## src/rtl/lutram_scan_ctrl.sv

```systemverilog
// lutram_scan_ctrl: self-test sequencer for one single-port 1-bit LUTRAM.
// A start pulse runs CHK_INIT, WR_INV and CHK_INV, then FIN. The scan reports
// pass/fail, a saturating mismatch count and the first failing address and phase.
// Optional macro LUTRAM_SCAN_RESTORE_EN appends WR_RST and CHK_RST before FIN.
// These two phases rewrite INIT and verify it, so the scan can be repeated.
module lutram_scan_ctrl #(
    parameter int unsigned ADDR_W = 6,
    parameter logic [(2**ADDR_W)-1:0] INIT = 64'hFEDCBA9876543210,
    parameter int unsigned ERR_W = 8
) (
    input  logic              clk_i,
    input  logic              rst_i,
    input  logic              start_i,
    output logic [ADDR_W-1:0] ram_addr_o,
    output logic              ram_we_o,
    output logic              ram_d_o,
    input  logic              ram_q_i,
    output logic              busy_o,
    output logic              done_o,
    output logic              pass_o,
    output logic [ERR_W-1:0]  err_cnt_o,
    output logic [ADDR_W-1:0] first_err_addr_o,
    output logic [1:0]        first_err_phase_o
);

`ifdef LUTRAM_SCAN_RESTORE_EN
    typedef enum logic [2:0] {
        StIdle, StChkInit, StWrInv, StChkInv, StWrRst, StChkRst, StFin
    } state_e;
`else
    typedef enum logic [2:0] {
        StIdle, StChkInit, StWrInv, StChkInv, StFin
    } state_e;
`endif

    // Phase codes reported on first_err_phase_o
    localparam logic [1:0] PhNone    = 2'd0;
    localparam logic [1:0] PhChkInit = 2'd1;
    localparam logic [1:0] PhChkInv  = 2'd2;
    localparam logic [1:0] PhChkRst  = 2'd3;

    state_e              r_state, w_state_d;
    logic [ADDR_W-1:0]   r_addr, w_addr_d;
    logic                r_we, w_we_d;
    logic                r_d, w_d_d;
    logic                r_busy, w_busy_d;
    logic                r_done, w_done_d;
    logic                r_pass, w_pass_d;
    logic [ERR_W-1:0]    r_err_cnt, w_err_d;
    logic [ADDR_W-1:0]   r_first_addr, w_first_addr_d;
    logic [1:0]          r_first_phase, w_first_phase_d;

    // Per-cycle helpers
    logic                w_last;
    logic                w_exp;
    logic [1:0]          w_code;

    // Next-state, compare/count and registered-output preparation
    always_comb begin
        w_state_d       = r_state;
        w_addr_d        = '0;
        w_we_d          = 1'b0;
        w_d_d           = 1'b0;
        w_busy_d        = r_busy;
        w_done_d        = 1'b0;
        w_pass_d        = r_pass;
        w_err_d         = r_err_cnt;
        w_first_addr_d  = r_first_addr;
        w_first_phase_d = r_first_phase;
        w_last          = &r_addr;
        w_exp           = INIT[r_addr];
        w_code          = PhNone;

        case (r_state)
            StIdle: begin
                if (start_i) begin
                    w_state_d       = StChkInit;
                    w_busy_d        = 1'b1;
                    w_pass_d        = 1'b0;
                    w_err_d         = '0;
                    w_first_addr_d  = '0;
                    w_first_phase_d = PhNone;
                end
            end
            StChkInit: begin
                w_code   = PhChkInit;
                w_addr_d = r_addr + 1'b1;
                if (w_last) begin
                    w_state_d = StWrInv;
                end
            end
            StWrInv: begin
                w_addr_d = r_addr + 1'b1;
                if (w_last) begin
                    w_state_d = StChkInv;
                end
            end
            StChkInv: begin
                w_code   = PhChkInv;
                w_exp    = ~INIT[r_addr];
                w_addr_d = r_addr + 1'b1;
                if (w_last) begin
`ifdef LUTRAM_SCAN_RESTORE_EN
                    w_state_d = StWrRst;
`else
                    w_state_d = StFin;
`endif
                end
            end
`ifdef LUTRAM_SCAN_RESTORE_EN
            StWrRst: begin
                w_addr_d = r_addr + 1'b1;
                if (w_last) begin
                    w_state_d = StChkRst;
                end
            end
            StChkRst: begin
                w_code   = PhChkRst;
                w_addr_d = r_addr + 1'b1;
                if (w_last) begin
                    w_state_d = StFin;
                end
            end
`endif
            StFin: begin
                w_state_d = StIdle;
            end
            default: begin
                w_state_d = StIdle;
            end
        endcase

        // Compare only in check phases; count saturates, first failure is sticky
        if ((w_code != PhNone) && (ram_q_i != w_exp)) begin
            if (r_err_cnt != '1) begin
                w_err_d = r_err_cnt + 1'b1;
            end
            if (r_err_cnt == '0) begin
                w_first_addr_d  = r_addr;
                w_first_phase_d = w_code;
            end
        end

        // Verdict uses the count including the final compare of the last phase
        if ((w_state_d == StFin) && (r_state != StFin)) begin
            w_busy_d = 1'b0;
            w_done_d = 1'b1;
            w_pass_d = (w_err_d == '0);
        end

        // Write strobe and data line up with the address presented next cycle
        case (w_state_d)
            StWrInv: begin
                w_we_d = 1'b1;
                w_d_d  = ~INIT[w_addr_d];
            end
`ifdef LUTRAM_SCAN_RESTORE_EN
            StWrRst: begin
                w_we_d = 1'b1;
                w_d_d  = INIT[w_addr_d];
            end
`endif
            default: begin
                w_we_d = 1'b0;
                w_d_d  = 1'b0;
            end
        endcase
    end

    // State and output registers with synchronous reset
    always_ff @(posedge clk_i) begin
        if (rst_i) begin
            r_state       <= StIdle;
            r_addr        <= '0;
            r_we          <= 1'b0;
            r_d           <= 1'b0;
            r_busy        <= 1'b0;
            r_done        <= 1'b0;
            r_pass        <= 1'b0;
            r_err_cnt     <= '0;
            r_first_addr  <= '0;
            r_first_phase <= PhNone;
        end else begin
            r_state       <= w_state_d;
            r_addr        <= w_addr_d;
            r_we          <= w_we_d;
            r_d           <= w_d_d;
            r_busy        <= w_busy_d;
            r_done        <= w_done_d;
            r_pass        <= w_pass_d;
            r_err_cnt     <= w_err_d;
            r_first_addr  <= w_first_addr_d;
            r_first_phase <= w_first_phase_d;
        end
    end

    assign ram_addr_o        = r_addr;
    assign ram_we_o          = r_we;
    assign ram_d_o           = r_d;
    assign busy_o            = r_busy;
    assign done_o            = r_done;
    assign pass_o            = r_pass;
    assign err_cnt_o         = r_err_cnt;
    assign first_err_addr_o  = r_first_addr;
    assign first_err_phase_o = r_first_phase;

endmodule

```

## config.mk

```make
export PLATFORM = sky130hd
export DESIGN_NAME = lutram_scan_ctrl
export DESIGN_NICKNAME = d
export VERILOG_FILES = /design/src/rtl/lutram_scan_ctrl.sv
export SDC_FILE = /design/constraint.sdc
export NUM_CORES = 1
export LEC_CHECK = 0
export CORE_MARGIN = 5
export CORE_UTILIZATION = 45
export CTS_BUF_LIST = sky130_fd_sc_hd__clkbuf_8
export CTS_CLUSTER_SIZE = 40
export DETAILED_ROUTE_END_ITERATION = 16
export PLACE_DENSITY = 0.7
export SYNTH_ARGS = -nofsm -noshare
export SYNTH_HDL_FRONTEND = slang
export SYNTH_SLANG_ARGS = --single-unit
```

## constraint.sdc

```tcl
create_clock -name clk_i -period 3.9 [get_ports clk_i]
set_input_delay 0.39 -clock clk_i [delete_from_list [all_inputs] [get_ports clk_i]]
set_output_delay 0.39 -clock clk_i [all_outputs]
set_load 0.01 [all_outputs]
```

Signal wires by layer:
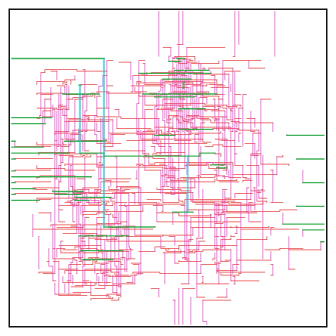
Magenta marks metal 2, wire length 1900 um. Red marks metal 1, wire length 1980 um. Cyan marks metal 4, wire length 67.3 um. Green marks metal 3, wire length 338 um.

Clock wires, drivers and flops:
Bar = 20 um.
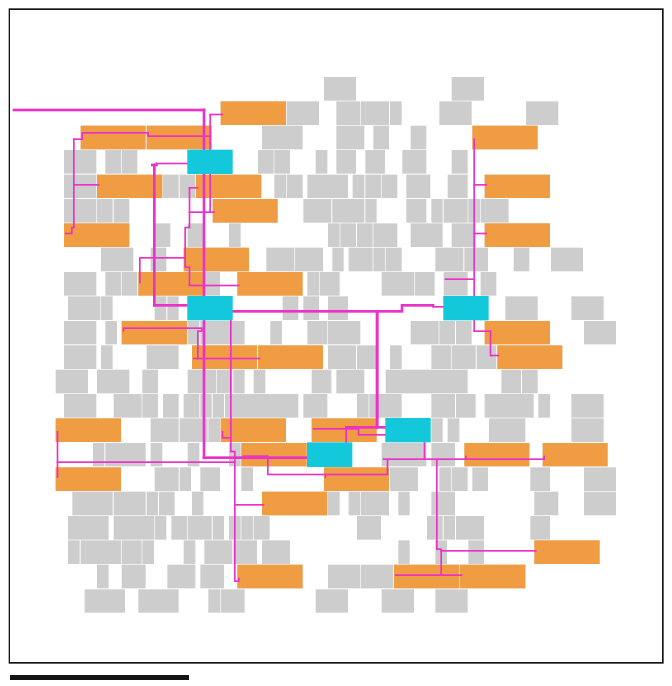
Orange marks flip-flops, count 31. Cyan marks clock drivers, count 5. Magenta marks clock wires, length 423 um.
Position of the flops: widely spread. There are 6 routed clock nets.

Cell classes on the final placement:
Fill, decap, tap and diode cells in gray.
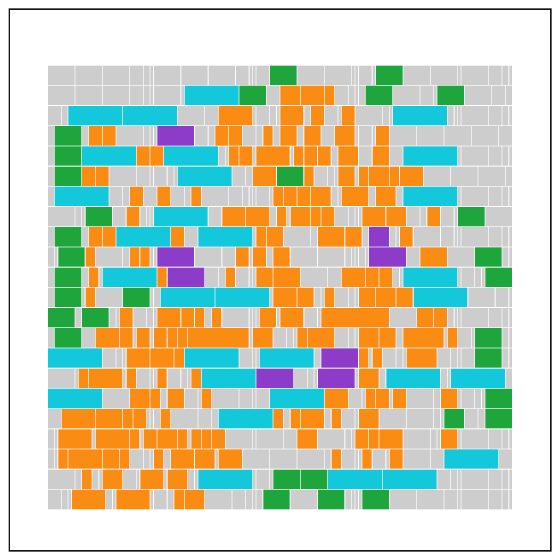
Purple marks clock drivers and dummy loads, cells 8, share of their area 4.9%. Cyan marks flops, cells 31, share of their area 29%. Green marks other buffers and delay cells, cells 31, share of their area 14%. Orange marks combinational and other logic, cells 172, share of their area 51%.

==> results.py <==
# Synthesis and PnR figures
metrics = {
    "run_status": {
        "status": "completed",
    },
    "critical_path": {
        "reg2reg_to": "pass_o",
        "critPathLaunchType": "register",
        "criticalPathCategory": "reg -> reg",
    },
    "sta": {
        "setup_tns_ns": 0,
        "slew_headroom_pct": 46.8,
        "fin_crit_ns": 2.50,
        "hold_viol": 0,
        "fmax_ghz": 0.401,
        "finalMaxSlewViolations": 0,
    },
    "cells_and_area": {
        "nMultiInputCombCells": 166,
        "diodes": 0,
        "stdcell_count": 290,
        "drive_above_1_share_pct": 6.20,
    },
    "clock_tree": {
        "clockBufferDepth": 2,
        "clock_sinks": 31,
        "h-tree-depth": 2,
    },
    "global_routing": {
        "grtUsageTotal_pct": 17.8,
        "gr-total-overflow": 0,
    },
    "drt": {
        "first_pass_iters": 4,
        "first_iter_violations": 137,
        "drt_wl_total_um": 4280,
    },
    "placement": {
        "place.gp.congestion": 0.900,
        "io_buffers": 30,
    },
    "floorplanning": {
        "io_pins": 31,
    },
    "synth": {
        "ys_types": 51,
        "flop_cell": "dfxtp_1",
        "netlist_instances": 216,
        "yosys.area.top_type_share_pct": 35.1,
    },
    "power_and_ir_drop": {
        "p_leak_uw": 0.000797,
    },
}
-- logic make-up after synthesis --
kind of cell | after synthesis | share of synthesized area [%]
XOR/XNOR | 9 | 5.37
buffers and inverters | 19 | 4.39
AND/OR/NAND/NOR | 103 | 30.1
flip-flops | 31 | 35.1
adder cells (fa/ha/maj) | 9 | 6.37
multiplexers | 3 | 2.48
AND-OR/OR-AND | 42 | 16.3
-- state kept, by name, indices dropped and copies added, names as in the netlist, named ones only --
| signal | cells |
|---|---|
| r_state | 3 |
| first_err_phase_o | 2 |
| ram_d_o | 1 |
| ram_we_o | 1 |
| err_cnt_o | 8 |
| done_o | 1 |
| pass_o | 1 |
| busy_o | 1 |
| first_err_addr_o | 6 |
| ram_addr_o | 6 |
-- per-layer routing --
metal / routed length, um / vias to the layer above / track usage [%]
met5: 0 / - / 0
met4: 67 / 0 / 6.15
met3: 338 / 6 / 4.96
met2: 1900 / 77 / 26.1
met1: 1980 / 767 / 25.0
li1: - / 830 / -
-- layout by cell type, fill, tap and decap left out, types with 3 or more instances in the layout --
master / Yosys / layout
a211oi_1: 5 / 5
a21oi_1: 11 / 11
a22oi_1: 3 / 3
a32oi_1: 3 / 3
and2_1: 3 / 3
and3_1: 5 / 5
clkbuf_8: 0 / 7
clkdlybuf4s50_1: 0 / 30
dfxtp_1: 31 / 31
ha_1: 9 / 9
inv_1: 6 / 6
nand2_1: 19 / 19
nand3_1: 16 / 16
nor2_1: 28 / 28
nor2b_1: 4 / 4
nor3_1: 10 / 10
nor3b_1: 3 / 3
o211ai_1: 4 / 4
o21ai_0: 4 / 4
xnor2_1: 5 / 5
xor2_1: 3 / 3
-- synth_stat cells (all sizes together) (2+ instances only) --
library cell,count
a211oi,5
a21oi,11
a22oi,3
a32oi,3
a41oi,2
and2,3
and3,5
and4b,2
buf,5
clkbuf,8
dfxtp,31
ha,9
inv,6
nand2,19
nand3,16
nand4,2
nor2,28
nor2b,4
nor3,10
nor3b,3
nor4b,2
o211ai,4
o21ai,5
or4b,2
xnor2,5
xor2,3
-- critical path, cell delays in order (launching register included) --
cell and delay (ns):
dfxtp_1 0.56, xor3_2 0.53, and2_1 0.33, o311a_1 0.34, or4b_1 0.52, o21ai_1 0.13
-- power by group --
part / switching (uW) / leakage (uW) / internal (uW)
Sequential: 5.53 / 0.000251 / 321
Combinational: 36.1 / 0.000496 / 22.9
Clock: 119 / 0.0000505 / 160
-- stage by stage --
stage / area [sq um] / hold slack, ns / power [uW] / setup WS [ns]
5_1_grt: 2190 / 0.499 / 695 / 1.24
2_1_floorplan: 1770 / 0.492 / 372 / 1.80
3_3_place_gp: 2080 / 0.463 / 392 / 1.31
3_5_place_dp: 2080 / 0.461 / 392 / 1.27
4_1_cts: 2190 / 0.474 / 673 / 1.40
6_report: 2190 / 0.471 / 665 / 1.40
-- worst max-delay path by stage --
stage,cells past startpoint,startpoint,slack (ns),to
2_1_floorplan,7,err_cnt_o[0],1.80,pass_o
3_3_place_gp,7,ram_q_i,1.31,pass_o
3_5_place_dp,7,ram_q_i,1.27,pass_o
4_1_cts,5,r_state[1],1.40,pass_o
5_1_grt,6,r_state[1],1.24,pass_o
6_report,5,r_state[1],1.40,pass_o
Power is estimated from default activity; no workload was simulated.
